### Metal 2, run 1

Scale: 2 px per um. Cells faint in the background.
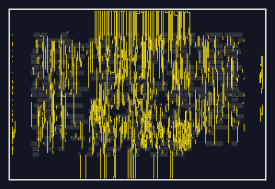
### Register map, names as in the netlist, run 1

Scale: 4 px per um. Other sequential cells in the stronger grey, the rest of the logic in the fainter grey.
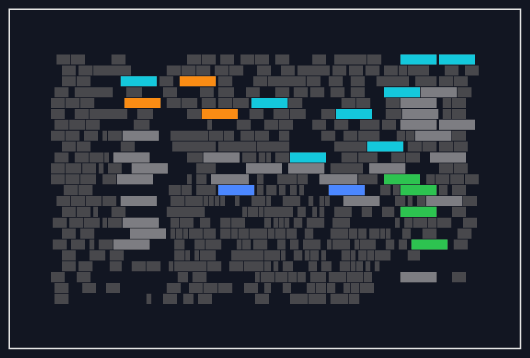
### Gate families picked out, run 1

Scale: 4 px per um.
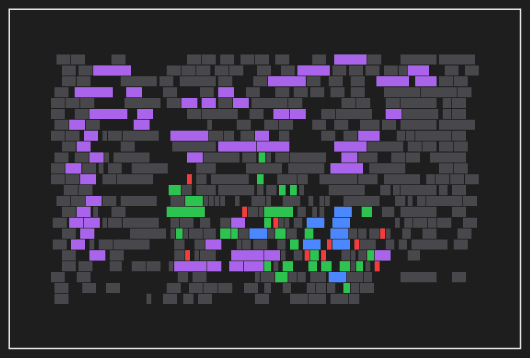
### A small window of the routed layout, run 1

Window x 44 to 84, y 39 to 79 um. Cells in grey, sequential cells in the stronger grey; small squares are vias.
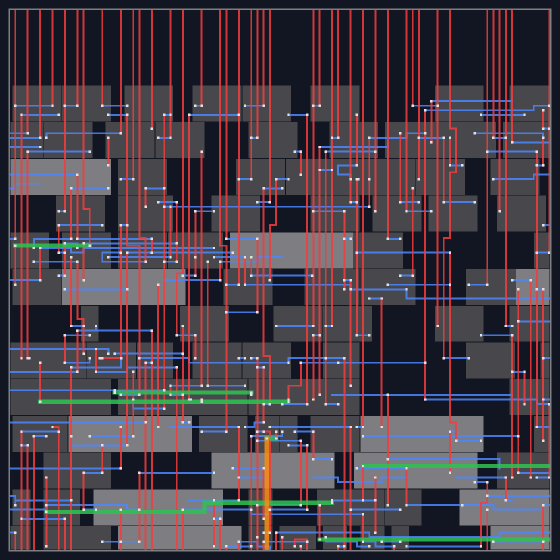
==> config.mk <==
export PLATFORM = sky130hd
export DESIGN_NAME = apb5_requester_arbiter
export DESIGN_NICKNAME = d
export VERILOG_FILES = /design/src/rtl/apb5_arb_pkg.sv /design/src/rtl/apb5_rr_arbiter.sv /design/src/rtl/apb5_requester_arbiter.sv
export SDC_FILE = /design/constraint.sdc
export NUM_CORES = 1
export LEC_CHECK = 0
export CAP_MARGIN = 20
export CORE_ASPECT_RATIO = 0.6
export CORE_MARGIN = 10
export CORE_UTILIZATION = 42
export CTS_BUF_LIST = sky130_fd_sc_hd__clkbuf_8
export CTS_CLUSTER_SIZE = 25
export DETAILED_ROUTE_END_ITERATION = 10
export PLACE_DENSITY = 0.84
export SLEW_MARGIN = 20
export SYNTH_ARGS = -nofsm -noshare
export SYNTH_HDL_FRONTEND = slang
export SYNTH_HIERARCHICAL = 1
export SYNTH_SLANG_ARGS = --single-unit
export TNS_END_PERCENT = 10
==> constraint.sdc <==
create_clock -name PCLK -period 3.9 [get_ports PCLK]
set_input_delay 0.78 -clock PCLK [delete_from_list [all_inputs] [get_ports PCLK]]
set_output_delay 0.78 -clock PCLK [all_outputs]
set_load 0.01 [all_outputs]
==> Changelog: implementation, run 1 <==
### Changed

* Drt initial violations at 199
* Post-Route Skew at 0.009104 ns
* Resized cells post-CTS at 2
* Switching Fraction at 38.53%
* Top cell types by occurrence after synthesis: dfrtp_1 (39), buf_4 (21), nand2_1 (21), mux2_2 (20), nor2_1 (16)
* Sum of net half-perimeters after detailed placement at 7954 um
* Status: complete, no violations
* Largest net degree at the start of global routing at 42
* Simple-gate share of the synthesized area at 14.92%
* Pre-Place Util at 43.38%
* Switch Pwr at 1.132 mW
* Buffers excl. clock at 159
* Flop pwr share at 23.8%
* Tally of nets with antenna violations remaining after routing at 0
* Row count at 23
* Core area at 6705 sq um
* Number of slew-limit violations in the final report at 0
* CTS tree: yes
* Clkbuf count at 6
* Post-synthesis instance area at 2909 sq um
* Endpoints failing hold at 0
* WP depth at 8
* Nets at 509
* Post-synth top area cell: dfrtp_1
* P&R area growth vs syn at 54.02%
* Worst hold-check path type: reg2reg
* Non-clock buffer contribution to total cell area at 34.79%
* Number of instances in the synthesized netlist at 267
* Largest cell class: multi-input combinational cells
* Crit-path slowest cell: mux4_2
* Peak supply drop at 329.3 uV
* Fin Setup TNS at 0 ns
* Crit path largest cell delay at 0.56 ns
* Most used standard cell by instance count after synthesis: dfrtp_1
* Portion of the post-synthesis area used by sequential elements at 35.35%
* Primary FF master, synth: dfrtp_1
* Reported leakage power at 1.923 nW
* Internal cell power at 1.806 mW
* Dominant kind of combinational cell: multiplexers
* Transition time at the pin with the least slew margin at 0.8425 ns
* Depth of the most critical reg-to-reg path at 10
* Total tool warning count at 33
* Clock Sink Count at 41
* Final-layout worst hold slack at 0.4997 ns
* Die height at 84.47 um
* Relative slew slack at 43.75%
* Post-synth ARST share at 100.0%
* Share of layout cells above drive strength 1 at 16.83%
* Clock Root Buffer: clkbuf_8
* Overflow left after global routing at 0
* Vias in the first global route at 2904
* Global placement routability congestion at 0.9041
* Clock latency of the later-clocked register in the worst-skew pair at 0.29 ns
* Detailed-route wire length per cell at 19.72 um
* Required time at the worst-slack endpoint at 3.12 ns
* Uppermost routed layer: met4
* Maximum clock rate at 0.2705 GHz
* Filler instances at 545
* Power Total at 2.938 mW
* Clock Tree Buf Depth at 2
* Endpoints failing setup at 0
* Layer carrying the most global-route usage: met2
* Max-capacitance violation count at 0
* Area fraction in full adders, half adders and majority gates at 3.441%
* Design area at 4481 sq um
Back to the opening pictures, 'Metal 2':
- main direction: vertical
- longest straight run: 35.9 um
- nets with wire on the layer: 455
- share of all routed wire: 49%
DR vias: 2641
wire length reported by the detailed router: 9562 um
met2 routing resource usage after global routing: 28.92%

Back to the opening pictures, 'Register map, names as in the netlist':
- green: rsp_valid (flops 4; where right middle)
- cyan: PADDR (flops 8)
- blue: pay_q (flops 2)
- orange: PPROT (flops 3)
flop share of the area: 22.95%
power attributed to sequential cells: 699 uW
Seq. cell area: 1028 sq um

Back to the opening pictures, 'Gate families picked out':
- purple: mux cells (cells 50; most used mux2_2)
- green: aoi and oai cells (cells 26; most used a21oi_1)
- red: inv cells (cells 10; most used inv_1)
- blue: fa/ha/maj cells (cells 8; most used ha_1)
Top cell excl fill/tap: clkdlybuf4s50_1
Comb/total area: 36.30%
final instance count without filler cells: 485

Back to the opening pictures, 'A small window of the routed layout':
- orange: M4
- green: M3
- blue: M1
- red: M2
- cells with their middle in the window: 81
- sequential cells in the window: 10
- most frequent: clkdlybuf4s50_1 (38), dfrtp_1 (8), mux2_2 (6)

==> run 2: changes to the inputs <==
- PLACE_DENSITY: 0.84 -> 0.8
### Metal 2, run 2

Scale: 2 px per um. Cells faint in the background.
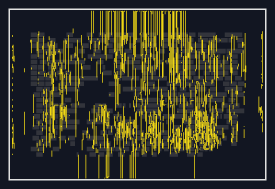
- nets with wire on the layer: 447
- main direction: vertical
- share of all routed wire: 45%
- wire length on this layer: 4300 um
- longest straight run: 39.1 um
DR vias: 2665
wire length reported by the detailed router: 9473 um
met2 routing resource usage after global routing: 27.34%

### A small window of the routed layout, run 2

Window x 44 to 84, y 39 to 79 um. Cells in grey, sequential cells in the stronger grey; small squares are vias.
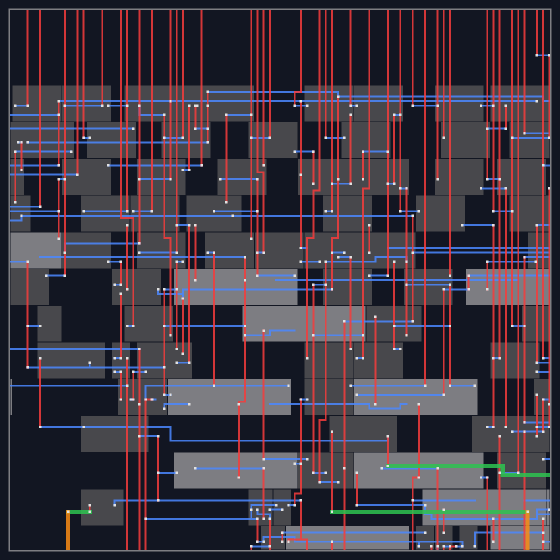
- red: M2
- blue: M1
- green: M3
- orange: M4
- most frequent: clkdlybuf4s50_1 (35), dfrtp_1 (8)
- cells with their middle in the window: 66
- sequential cells in the window: 9

==> Changelog: implementation, run 2 <==
### Changed

* Status: complete, no violations (unchanged)
* Clkbuf count at 6 (unchanged)
* Global placement routability congestion at 0.8549 (was 0.9041)
* Non-clock buffer contribution to total cell area at 35.19% (was 34.79%)
* Post-synth top area cell: dfrtp_1 (unchanged)
* Number of slew-limit violations in the final report at 0 (unchanged)
* Sum of net half-perimeters after detailed placement at 7840 um (was 7954 um)
* Endpoints failing setup at 0 (unchanged)
* Comb/total area at 36.28% (was 36.30%)
* Largest cell class: multi-input combinational cells (unchanged)
* Flop pwr share at 24.4% (was 23.8%)
* Vias in the first global route at 2857 (was 2904)
* Final-layout worst hold slack at 0.4922 ns (was 0.4997 ns)
* CTS tree: yes (unchanged)
* Maximum clock rate at 0.2645 GHz (was 0.2705 GHz)
* Final instance count without filler cells at 486 (was 485)
* Simple-gate share of the synthesized area at 14.92% (unchanged)
* Post-synth ARST share at 100.0% (unchanged)
* Top cell types by occurrence after synthesis: dfrtp_1 (39), buf_4 (21), nand2_1 (21), mux2_2 (20), nor2_1 (16) (unchanged)
* Most used standard cell by instance count after synthesis: dfrtp_1 (unchanged)
* Buffers excl. clock at 160 (was 159)
* P&R area growth vs syn at 53.16% (was 54.02%)
* Resized cells post-CTS at 5 (was 2)
* Clock latency of the later-clocked register in the worst-skew pair at 0.29 ns (about the same)
* Area fraction in full adders, half adders and majority gates at 3.441% (unchanged)
* Worst hold-check path type: reg2reg (unchanged)
* Portion of the post-synthesis area used by sequential elements at 35.35% (unchanged)
* Total tool warning count at 33 (unchanged)
* Seq. cell area at 1028 sq um (unchanged)
* Drt initial violations at 249 (was 199)
* Switching Fraction at 39.12% (was 38.53%)
* Layer carrying the most global-route usage: met2 (unchanged)
* Share of layout cells above drive strength 1 at 16.54% (was 16.83%)
* Dominant kind of combinational cell: multiplexers (unchanged)
* Number of instances in the synthesized netlist at 267 (unchanged)
* Largest net degree at the start of global routing at 42 (unchanged)
* Reported leakage power at 1.884 nW (was 1.923 nW)
### Register map, names as in the netlist, run 2

Scale: 4 px per um. Other sequential cells in the stronger grey, the rest of the logic in the fainter grey.
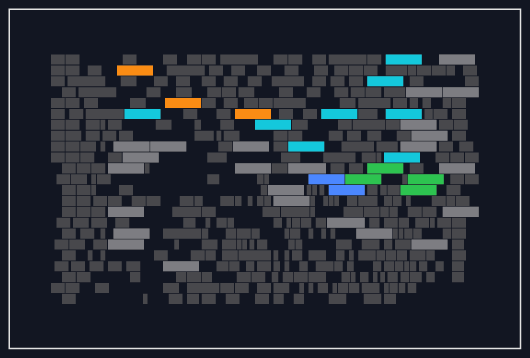
- green: rsp_valid (flops 4; where right middle)
- cyan: PADDR (flops 8)
- orange: PPROT (flops 3)
- blue: pay_q (flops 2)
- not coloured: 24
Util after Layout: 66.45%
power attributed to sequential cells: 703 uW
flop share of the area: 23.08%

No activity file was given, so power comes from the tool's default toggle rates.
